Figure 1. Met1 routing (run 1).
Supply wires on this layer in gray.
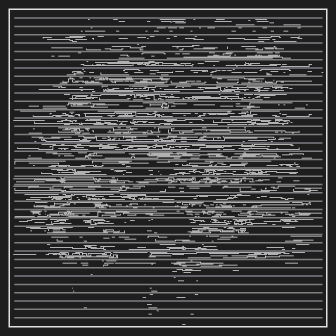
Figure 2. M2 wires (run 1).
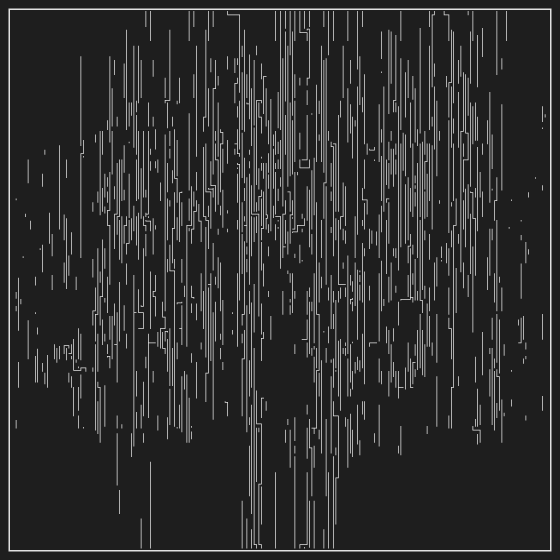
Figure 3. Signal wires on met3 (run 1).
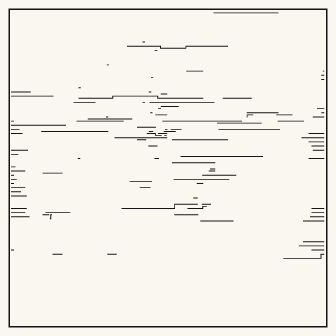
Figure 4. The metal 4 layer (run 1).
Scale bar: 20 µm. Supply wires on this layer in gray. Cells faint in the background.
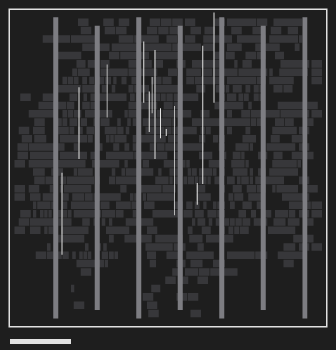
<file path="src/rtl/dijkstra_pkg.sv">
// Shared constants and FSM encoding for the shortest-path relaxation engine.
// Default widths come from the constants block below so every file agrees.
`ifndef DIJKSTRA_CONSTANTS
`define DIJKSTRA_CONSTANTS
`define DEFAULT_MAX_NODES 4
`define DEFAULT_INDEX_WIDTH 3
`define DEFAULT_VALUE_WIDTH 8
`define UNVISITED 1'b0
`endif

package dijkstra_pkg;

  localparam int DEFAULT_MAX_NODES   = `DEFAULT_MAX_NODES;
  localparam int DEFAULT_INDEX_WIDTH = `DEFAULT_INDEX_WIDTH;
  localparam int DEFAULT_VALUE_WIDTH = `DEFAULT_VALUE_WIDTH;

  localparam logic [DEFAULT_VALUE_WIDTH-1:0] INFINITY = '1;
  localparam logic [DEFAULT_VALUE_WIDTH-1:0] NO_EDGE  = '1;

  localparam logic UNVISITED = `UNVISITED;
  localparam logic VISITED   = ~(`UNVISITED);

  typedef enum logic [2:0] {
    IDLE,
    INIT,
    WAIT_MIN,
    RELAX,
    DONE
  } state_t;

endpackage

</file>
<file path="src/rtl/sat_add.sv">
// Saturating adder: a + b, clamped to all ones when the sum overflows WIDTH bits.
// Purely combinational, no flow control.
module sat_add #(
  parameter int WIDTH = 8
) (
  input  logic [WIDTH-1:0] a,
  input  logic [WIDTH-1:0] b,
  output logic [WIDTH-1:0] sum
);

  logic [WIDTH:0] full_sum;

  assign full_sum = {1'b0, a} + {1'b0, b};
  assign sum      = full_sum[WIDTH] ? {WIDTH{1'b1}} : full_sum[WIDTH-1:0];

endmodule

</file>
<file path="src/rtl/edge_relaxer.sv">
// Dijkstra relaxation engine: walks one adjacency row per selected node, one column per cycle.
// Latency: RELAX takes MAX_NODES+1 cycles per node; waits on min_ready, start ignored while busy.
module edge_relaxer
  import dijkstra_pkg::*;
#(
  parameter int MAX_NODES   = DEFAULT_MAX_NODES,
  parameter int INDEX_WIDTH = DEFAULT_INDEX_WIDTH,
  parameter int VALUE_WIDTH = DEFAULT_VALUE_WIDTH
) (
  input  logic                                    clock,
  input  logic                                    reset,
  input  logic                                    start,
  input  logic [INDEX_WIDTH-1:0]                  source_index,
  input  logic                                    min_ready,
  input  logic [INDEX_WIDTH-1:0]                  sc_min_index,
  input  logic [VALUE_WIDTH-1:0]                  sc_min_value,
  output logic                                    adj_rd_en,
  output logic [INDEX_WIDTH-1:0]                  adj_rd_row,
  output logic [INDEX_WIDTH-1:0]                  adj_rd_col,
  input  logic [VALUE_WIDTH-1:0]                  adj_rd_data,
  output logic [MAX_NODES-1:0][VALUE_WIDTH-1:0]   dist_vector,
  output logic [MAX_NODES-1:0]                    visited_vector,
  output logic [MAX_NODES-1:0][INDEX_WIDTH-1:0]   prev_vector,
  output logic                                    set_en,
  output logic                                    busy,
  output logic                                    done
);

  localparam logic [VALUE_WIDTH-1:0] INF_V     = {VALUE_WIDTH{1'b1}};
  localparam logic [VALUE_WIDTH-1:0] NO_EDGE_V = {VALUE_WIDTH{1'b1}};
  localparam int                     CNT_W     = $clog2(MAX_NODES + 1);
  localparam int                     NW        = (MAX_NODES > 1) ? $clog2(MAX_NODES) : 1;
  localparam logic [CNT_W-1:0]       LAST_CNT  = CNT_W'(MAX_NODES);

  state_t                 state_q;
  state_t                 state_d;
  logic [INDEX_WIDTH-1:0] src_q;
  logic [INDEX_WIDTH-1:0] u_q;
  logic [VALUE_WIDTH-1:0] du_q;
  logic [CNT_W-1:0]       cnt_q;
  logic                   pend_vld_q;
  logic [INDEX_WIDTH-1:0] pend_col_q;

  logic                   src_ok;
  logic                   min_ok;
  logic                   min_take;
  logic [NW-1:0]          min_idx;
  logic [NW-1:0]          col_idx;
  logic [VALUE_WIDTH-1:0] cand;
  logic                   relax_upd;

  assign src_ok  = int'(src_q) < MAX_NODES;
  assign min_idx = NW'(sc_min_index);
  assign col_idx = NW'(pend_col_q);

  // The selector result is only trusted once set_en has dropped, so it reflects the latest vectors.
  assign min_ok   = min_ready && !set_en;
  assign min_take = min_ok
                 && (sc_min_value != INF_V)
                 && (int'(sc_min_index) < MAX_NODES)
                 && (visited_vector[min_idx] == UNVISITED);

  sat_add #(
    .WIDTH(VALUE_WIDTH)
  ) u_sat_add (
    .a  (du_q),
    .b  (adj_rd_data),
    .sum(cand)
  );

  // Strict less-than keeps the existing predecessor on equal-cost paths.
  assign relax_upd = (state_q == RELAX)
                  && pend_vld_q
                  && (adj_rd_data != NO_EDGE_V)
                  && (visited_vector[col_idx] == UNVISITED)
                  && (cand < dist_vector[col_idx]);

  assign busy       = (state_q == INIT) || (state_q == WAIT_MIN) || (state_q == RELAX);
  assign done       = (state_q == DONE);
  assign adj_rd_en  = (state_q == RELAX) && (cnt_q != LAST_CNT);
  assign adj_rd_row = adj_rd_en ? u_q : '0;
  assign adj_rd_col = adj_rd_en ? INDEX_WIDTH'(cnt_q) : '0;

  always_comb begin
    state_d = state_q;
    case (state_q)
      IDLE, DONE: if (start) state_d = INIT;
      INIT:       state_d = src_ok ? WAIT_MIN : DONE;
      WAIT_MIN:   if (min_ok) state_d = min_take ? RELAX : DONE;
      RELAX:      if (cnt_q == LAST_CNT) state_d = WAIT_MIN;
      default:    state_d = IDLE;
    endcase
  end

  always_ff @(posedge clock or negedge reset) begin
    if (!reset) begin
      state_q        <= IDLE;
      src_q          <= '0;
      u_q            <= '0;
      du_q           <= '0;
      cnt_q          <= '0;
      pend_vld_q     <= 1'b0;
      pend_col_q     <= '0;
      set_en         <= 1'b0;
      dist_vector    <= {MAX_NODES{INF_V}};
      visited_vector <= {MAX_NODES{UNVISITED}};
      prev_vector    <= '0;
    end else begin
      state_q    <= state_d;
      set_en     <= 1'b0;
      pend_vld_q <= adj_rd_en;
      pend_col_q <= INDEX_WIDTH'(cnt_q);
      case (state_q)
        IDLE, DONE: begin
          if (start) src_q <= source_index;
        end
        INIT: begin
          // An out-of-range source still clears the vectors, just without a zero entry.
          for (int i = 0; i < MAX_NODES; i++) begin
            dist_vector[i]    <= (src_ok && (src_q == INDEX_WIDTH'(i))) ? '0 : INF_V;
            visited_vector[i] <= UNVISITED;
            prev_vector[i]    <= src_q;
          end
          set_en <= 1'b1;
        end
        WAIT_MIN: begin
          if (min_take) begin
            u_q                     <= sc_min_index;
            du_q                    <= sc_min_value;
            visited_vector[min_idx] <= VISITED;
            cnt_q                   <= '0;
          end
        end
        RELAX: begin
          if (cnt_q != LAST_CNT) cnt_q <= cnt_q + CNT_W'(1);
          else                   set_en <= 1'b1;
          if (relax_upd) begin
            dist_vector[col_idx] <= cand;
            prev_vector[col_idx] <= u_q;
          end
        end
        default: ;
      endcase
    end
  end

endmodule

</file>
<file path="config.mk">
export PLATFORM = sky130hd
export DESIGN_NAME = edge_relaxer
export DESIGN_NICKNAME = d
export VERILOG_FILES = /design/src/rtl/dijkstra_pkg.sv /design/src/rtl/sat_add.sv /design/src/rtl/edge_relaxer.sv
export SDC_FILE = /design/constraint.sdc
export NUM_CORES = 1
export LEC_CHECK = 0
export CAP_MARGIN = 10
export CORE_UTILIZATION = 40
export CTS_BUF_LIST = sky130_fd_sc_hd__clkbuf_4 sky130_fd_sc_hd__clkbuf_8 sky130_fd_sc_hd__clkbuf_16
export DETAILED_ROUTE_END_ITERATION = 16
export PLACE_DENSITY = 0.71
export RECOVER_POWER = 25
export SETUP_SLACK_MARGIN = 0.15
export SLEW_MARGIN = 10
export SYNTH_ARGS = -nofsm -noshare
export SYNTH_HDL_FRONTEND = slang
export SYNTH_SLANG_ARGS = --single-unit
export TNS_END_PERCENT = 1
</file>
<file path="constraint.sdc">
create_clock -name clock -period 7.8 [get_ports clock]
set_input_delay 1.95 -clock clock [delete_from_list [all_inputs] [get_ports clock]]
set_output_delay 1.95 -clock clock [all_outputs]
set_load 0.01 [all_outputs]
</file>
==> results.yml, run 1 <==
# flow metrics
synth:
  synthCells: 385
  ys_chip_area_um2: 4100
  async_flop_share_pct: 100
  xor_share_pct: 1.49
  synth_nets: 429
timing:
  rsz0062_at_grt: "false"
  drv_slew: 73
  layout_worst_path_cycle_share_pct: 78.7
status:
  violations: "max-capacitance violations, max-slew violations"
  status: "finished, violations left"
critical_path:
  path_delay_family: "AND-OR/OR-AND gates"
  crit_fanout: 31
  cp.depth: 15
  endpoint: "prev_vector[10]"
  reg2reg_to: "prev_vector[10]"
finish:
  lay_top_count: "clkdlybuf4s50_1"
  n_clock_buffer: 9
  buf_share_pct: 16.2
clocking:
  postCtsSetupBuffers: 0
  cts.clk_slew.worst_paths_ps: 80
run:
  warnings: 27
  cap_viol_max_count: 1
min_path:
  hold_depth: 0
placement:
  placed_area_um2: 5020
floorplan:
  dieHeight_um: 103
drt:
  via_per_inst: 5.79
Notes on Figure 1 above:
The wires run mostly horizontal. The longest straight run is 43.7 µm. The layer carries 4880 µm of wire. 446 nets have wire on it. The layer holds 44% of the routed length.
DR vias: 3471
met1 usage: 29.5%

Notes on Figure 2 above:
The layer holds 47% of the routed length. 457 nets have wire on it. The longest straight run is 37.6 µm. The wires run mostly vertical. The layer carries 5250 µm of wire.
met2 Track Usage GR: 35.9%
Post-Route WL: 11.1 mm

Notes on Figure 3 above:
The layer holds 6.3% of the routed length. The longest straight run is 26.7 µm. The wires run mostly horizontal. 80 nets have wire on it. The layer carries 694 µm of wire.
grt met3 use: 5.24%

Notes on Figure 4 above:
11 nets have wire on it. The layer holds 2.5% of the routed length. The longest straight run is 44.9 µm. The wires run mostly vertical.

[run 1: flip-flops by register name, indices dropped and copies added (netlist names)]
name	flops
dist_vector	32
set_en	1
du_q	8
src_q	3
pend_col_q	2
pend_vld_q	1
u_q	3
prev_vector	12
cnt_q	3
state_q	3
visited_vector	4
[run 1: report_power, final]
part / internal [mW] / switching (mW)
clock network: 0.148 / 0.154
registers: 0.578 / 0.174
logic: 0.599 / 0.637
[run 1: Yosys cell counts (3+ instances only)]
library cell   n
dfstp_2       32
o22ai_1        3
mux4_2        10
nand4_1        4
a31oi_1       13
a21oi_1       37
dfrtp_1       40
inv_1         26
nor2_4         3
nand2_1       17
buf_1          3
buf_2          7
o22a_1        36
clkbuf_1       7
and3_1         4
mux2_1         3
a22oi_1        8
o21ai_1        5
o21ai_0       14
nor2_1        30
mux2_2        10
xor2_1         3
and2_1         3
ha_1          17
and4_1         3
nor3_1         3
nor2b_1        3
xnor2_1        4
a21o_1         6
[run 1: routing by layer]
| layer | wire length, µm | global-route usage (%) | vias up |
|---|---|---|---|
| met4 | 274 | 8.23 | 0 |
| met2 | 5250 | 35.9 | 148 |
| met1 | 4880 | 29.5 | 1704 |
| li1 | - | - | 1588 |
| met3 | 693 | 5.24 | 31 |
| met5 | 0 | 0 | - |
[run 1: cells by family after synthesis]
| logic type | after synthesis |
|---|---|
| AND-OR/OR-AND | 141 |
| adder cells (fa/ha/maj) | 18 |
| XOR/XNOR | 7 |
| multiplexers | 23 |
| buffers and inverters | 46 |
| AND/OR/NAND/NOR | 78 |
| flip-flops | 72 |
[run 1: stage by stage]
stage,hold WS (ps),total power [mW]
2_1_floorplan,398,1.53
5_1_grt,497,2.46
3_5_place_dp,436,1.99
3_3_place_gp,425,1.95
4_1_cts,455,2.30
6_report,459,2.29
Figure 5. Clock wiring as the flow saved it (run 1).
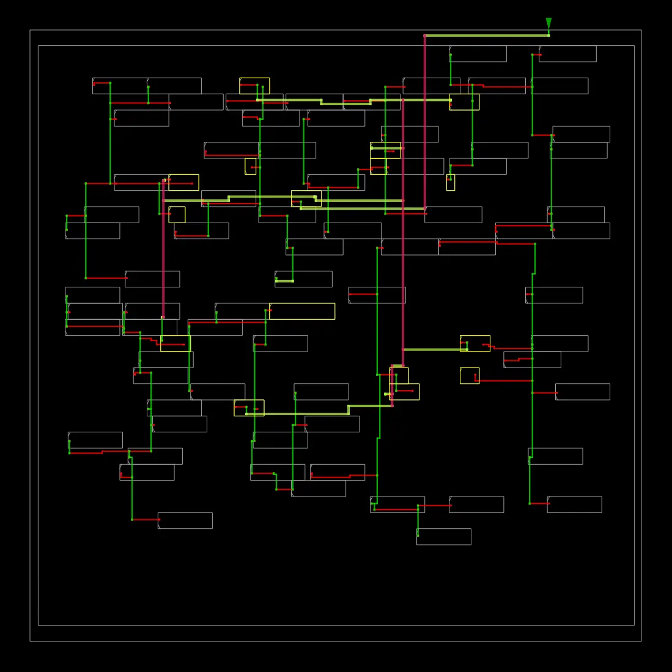

==> run 2, diff against run 1 <==
==> constraint.sdc (replaced) <==
create_clock -name clock -period 6.2 [get_ports clock]
set_input_delay 1.55 -clock clock [delete_from_list [all_inputs] [get_ports clock]]
set_output_delay 1.55 -clock clock [all_outputs]
set_load 0.01 [all_outputs]
Figure 6. Clock wiring as the flow saved it (run 2).
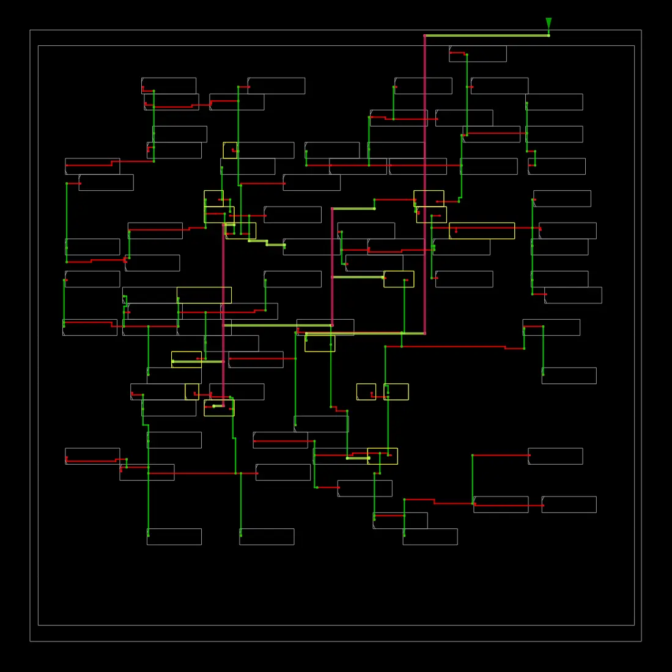
cts bufs inserted: 9
FF+latch count: 72
# clock sinks: 72
clock skew: 9.14 ps

Figure 7. M2 wires (run 2).
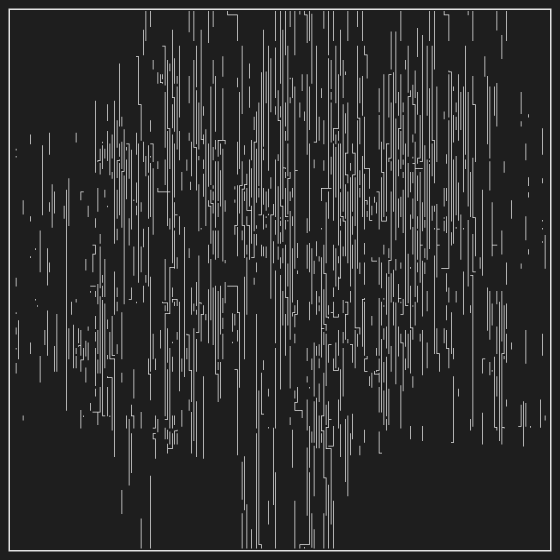
The wires run mostly vertical. The layer carries 5360 µm of wire. The longest straight run is 42.2 µm. 456 nets have wire on it.
DR vias: 3530
met2 Track Usage GR: 35.9%
Post-Route WL: 11.2 mm

Figure 8. The metal 4 layer (run 2).
Scale bar: 20 µm. Supply wires on this layer in gray. Cells faint in the background.
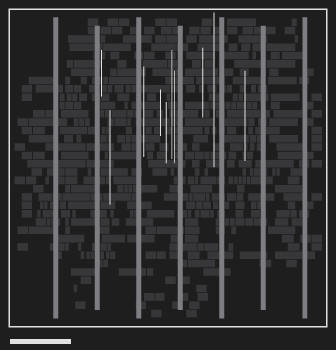
The wires run mostly vertical. The longest straight run is 50.3 µm. 9 nets have wire on it.

==> run 2 against run 1 <==
Net effect: the run still ends with max-capacitance violations, max-slew violations left; first-iteration DRC count up 78%; sequential power up 26%; die size unchanged; combinational power up 27%; clock skew up 3.5 ps; synthesized cell count unchanged; critical path depth up 1; flip-flop count unchanged; critical path type unchanged; largest cell class unchanged; largest power group unchanged; highest routed layer unchanged.
==> results.yml, run 2 <==
# flow metrics
timing:
  layout_worst_path_cycle_share_pct: 88.7
  rsz0062_at_grt: "false"
  fin_hold_ws_ps: 464
  drv_slew: 73
critical_path:
  startpoint_type: "input port"
  crit_fanout: 33
  path_delay_family: "AND-OR/OR-AND gates"
  cp_data_arrival_time_ps: 5790
synth:
  common_cells: "dfrtp_1, a21oi_1, o22a_1"
  synthDistinctLibCells: 54
  synthCells: 385
  async_flop_share_pct: 100
  post-synth-top-count-cell: "dfrtp_1"
  ys_chip_area_um2: 4100
  synth_nets: 429
finish:
  finalInstanceArea_um2: 5250
  lay_top_count: "clkdlybuf4s50_1"
  largest_reg_flops: 32
  reg.largest.list: "dist_vector x32, prev_vector x12, du_q x8"
run:
  cap_viol_max_count: 1
  warnings: 27
placement:
  placed_area_um2: 5030
  gp_congestion: 0.879
  place_inst: 586
clocking:
  postCtsSetupBuffers: 0
  cts.clk_slew.worst_paths_ps: 80
drt:
  firstDrtPassIters: 7
  via_per_inst: 5.86
status:
  violations: "max-capacitance violations, max-slew violations"
  status: "finished, violations left"
floorplan:
  dieHeight_um: 103
==> run 2: per-layer routing <==
layer / track usage [%] / wire [µm] / up-vias
li1: - / - / 1611
met3: 3.70 / 618 / 23
met1: 30.6 / 4900 / 1754
met4: 8.78 / 276 / 0
met2: 35.9 / 5360 / 142
met5: 0 / 0 / -
==> run 2: final cells by class <==
| class | instances | share of cell area, % |
|---|---|---|
| tap | 133 | 3.17 |
| clock buffer | 10 | 2.84 |
| sequential | 72 | 35.1 |
| timing repair buffer | 88 | 16.4 |
| multi-input combinational | 267 | 39.3 |
| clock inverter | 6 | 1.36 |
| inverter | 26 | 1.86 |
==> run 2: final timing paths <==
path | from | depth (start not counted) | slack [ps] | endpoint
max | adj_rd_data[0] | 16 | 700 | dist_vector[14]
min | cnt_q[1] | 0 | 460 | pend_col_q[1]
max reg2reg | du_q[0] | 15 | 1960 | dist_vector[14]
min reg2reg | cnt_q[1] | 0 | 460 | pend_col_q[1]
max in group asynchronous | reset | 2 | 1530 | src_q[1]
min in group asynchronous | reset | 2 | 2600 | du_q[1]
==> run 2: kinds of logic after synthesis <==
family                     share of synthesized area (%)
AOI/OAI and AO/OA                                   23.9
and+or+nand+nor                                     10.2
DFF                                                 44.9
buffers and inverters                               4.79
muxes                                               9.05
adders and majority gates                           5.67
xor gates and xnor gates                            1.49
==> run 2: power breakdown <==
group | switching, mW | internal (mW)
registers | 0.221 | 0.727
clock network | 0.198 | 0.216
logic | 0.811 | 0.765
total | 1.23 | 1.71
==> run 2: worst reg2reg max path, delay by kind of cell, from the launching register on <==
family,cells,cell delay (ps)
compound gates,7,1790
fa+ha+maj,3,960
simple gates,3,690
flops,1,390
buf+inv,2,360
==> run 3, diff against run 2 <==
--- a/config.mk
+++ b/config.mk
@@ -9,6 +9,7 @@
 export CORE_UTILIZATION = 40
 export CTS_BUF_LIST = sky130_fd_sc_hd__clkbuf_4 sky130_fd_sc_hd__clkbuf_8 sky130_fd_sc_hd__clkbuf_16
 export DETAILED_ROUTE_END_ITERATION = 16
+export HOLD_SLACK_MARGIN = 0.02
 export PLACE_DENSITY = 0.71
 export RECOVER_POWER = 25
 export SETUP_SLACK_MARGIN = 0.15
Figure 9. Clock wiring as the flow saved it (run 3).
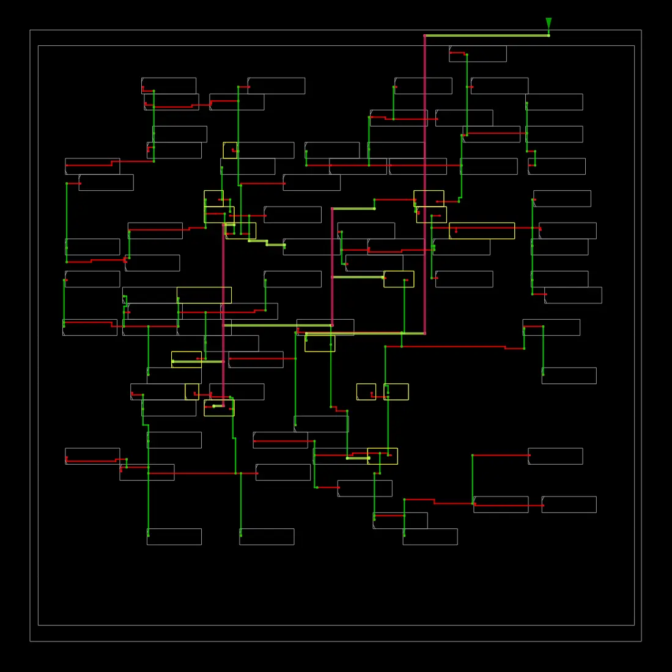
clk_lat worst skew: 350 ps
Clock Buffer Count: 10
Clk power: 414 µW

Figure 10. M2 wires (run 3).
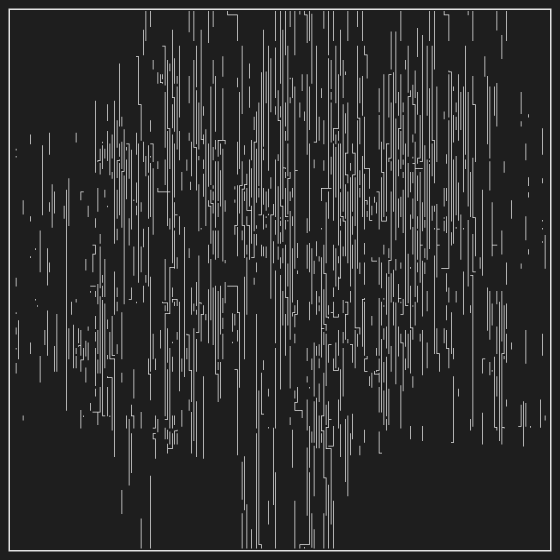
The layer carries 5360 µm of wire. The longest straight run is 42.2 µm.

==> run 3 against run 2 <==
Net effect: the flow still finishes with violations (max-capacitance violations, max-slew violations); maximum frequency stayed put; first-iteration DRC count stayed put; combinational power hardly changed; sequential power hardly changed; clock-buffer cell count stayed put; critical path type unchanged.
==> results.yml, run 3 <==
# flow metrics
timing:
  drv_slew: 73
  layout_worst_path_cycle_share_pct: 88.7
  fin_hold_ws_ps: 464
  rsz0062_at_grt: "false"
floorplan:
  dieHeight_um: 103
synth:
  post-synth-top-count-cell: "dfrtp_1"
  async_flop_share_pct: 100
  synthCells: 385
status:
  status: "finished, violations left"
  violations: "max-capacitance violations, max-slew violations"
critical_path:
  cp_data_arrival_time_ps: 5790
  startpoint_type: "input port"
power_and_ir_drop:
  p_clk_share_pct: 14.1
  p_sw_share_pct: 41.9
  switching_power_mw: 1.23
drt:
  dr_wl_met2_mm: 5.36
  via_per_inst: 5.86
clocking:
  cts.clk_slew.worst_paths_ps: 80
min_path:
  min_from: "cnt_q[1]"
grt:
  busiest_layer: "met2"
finish:
  largest_reg_flops: 32
placement:
  gp_congestion: 0.879
run:
  cap_viol_max_count: 1
Figure 11. The metal 4 layer (run 3).
Scale bar: 20 µm. Supply wires on this layer in gray. Cells faint in the background.
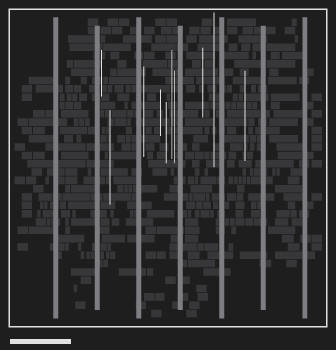
The layer carries 277 µm of wire. The layer holds 2.5% of the routed length. The longest straight run is 50.3 µm.

==> run 3: cell counts after synthesis <==
No cell type changed its count.
==> run 3: area by class of cell <==
class	count	area, µm²	share of cell area (%)
multi-input cells	267	2070	39.3
flip-flops and latches	72	1840	35.1
repair buffers	88	860	16.4
well taps	133	166	3.17
clock buffers	10	149	2.84
inverters	26	97.6	1.86
clock inverters	6	71.3	1.36
==> run 3: cells by family after synthesis <==
logic type	share of synthesized area (%)
AOI/OAI and AO/OA	23.9
and+or+nand+nor	10.2
DFF	44.9
buffers and inverters	4.79
muxes	9.05
adders and majority gates	5.67
xor gates and xnor gates	1.49
==> run 3: path summary, 6_finish.rpt <==
kind / endpoint / slack, ps / cells after the start
worst min register to register: pend_col_q[1] / 460 / 0
max in group asynchronous: src_q[1] / 1530 / 2
worst max-delay path: dist_vector[14] / 700 / 16
worst max register to register: dist_vector[14] / 1960 / 15
min in group asynchronous: du_q[1] / 2600 / 2
worst min-delay path: pend_col_q[1] / 460 / 0
==> run 3: stage by stage <==
stage	std cells	util (%)	cell area, µm²
global route	602	53.2	5250
CTS	602	53.3	5260
detailed placement	586	51.0	5030
floorplan	385	-	4100
finish	602	53.2	5250
global placement	586	51.0	5030
==> run 3: power groups by stage <==
stage          clock network (mW)  registers, mW  logic [mW]
2_1_floorplan                   0          0.909        1.01
3_3_place_gp                    0          0.950        1.52
3_5_place_dp                    0          0.957        1.56
4_1_cts                     0.420          0.948        1.57
5_1_grt                     0.444          0.978        1.73
6_report                    0.414          0.948        1.58
==> run 3: critical path: stages <==
cell	delay, ps
clkdlybuf4s50_1	430
ha_1	230
fa_1	430
a211oi_2	320
o31ai_1	170
a21o_1	250
nor2_1	280
inv_1	80
ha_1	320
a211oi_1	280
nand2_1	100
a2111oi_2	450
o22ai_4	130
buf_4	280
nor2_4	300
o22a_1	190
Power is estimated from default activity; no workload was simulated.
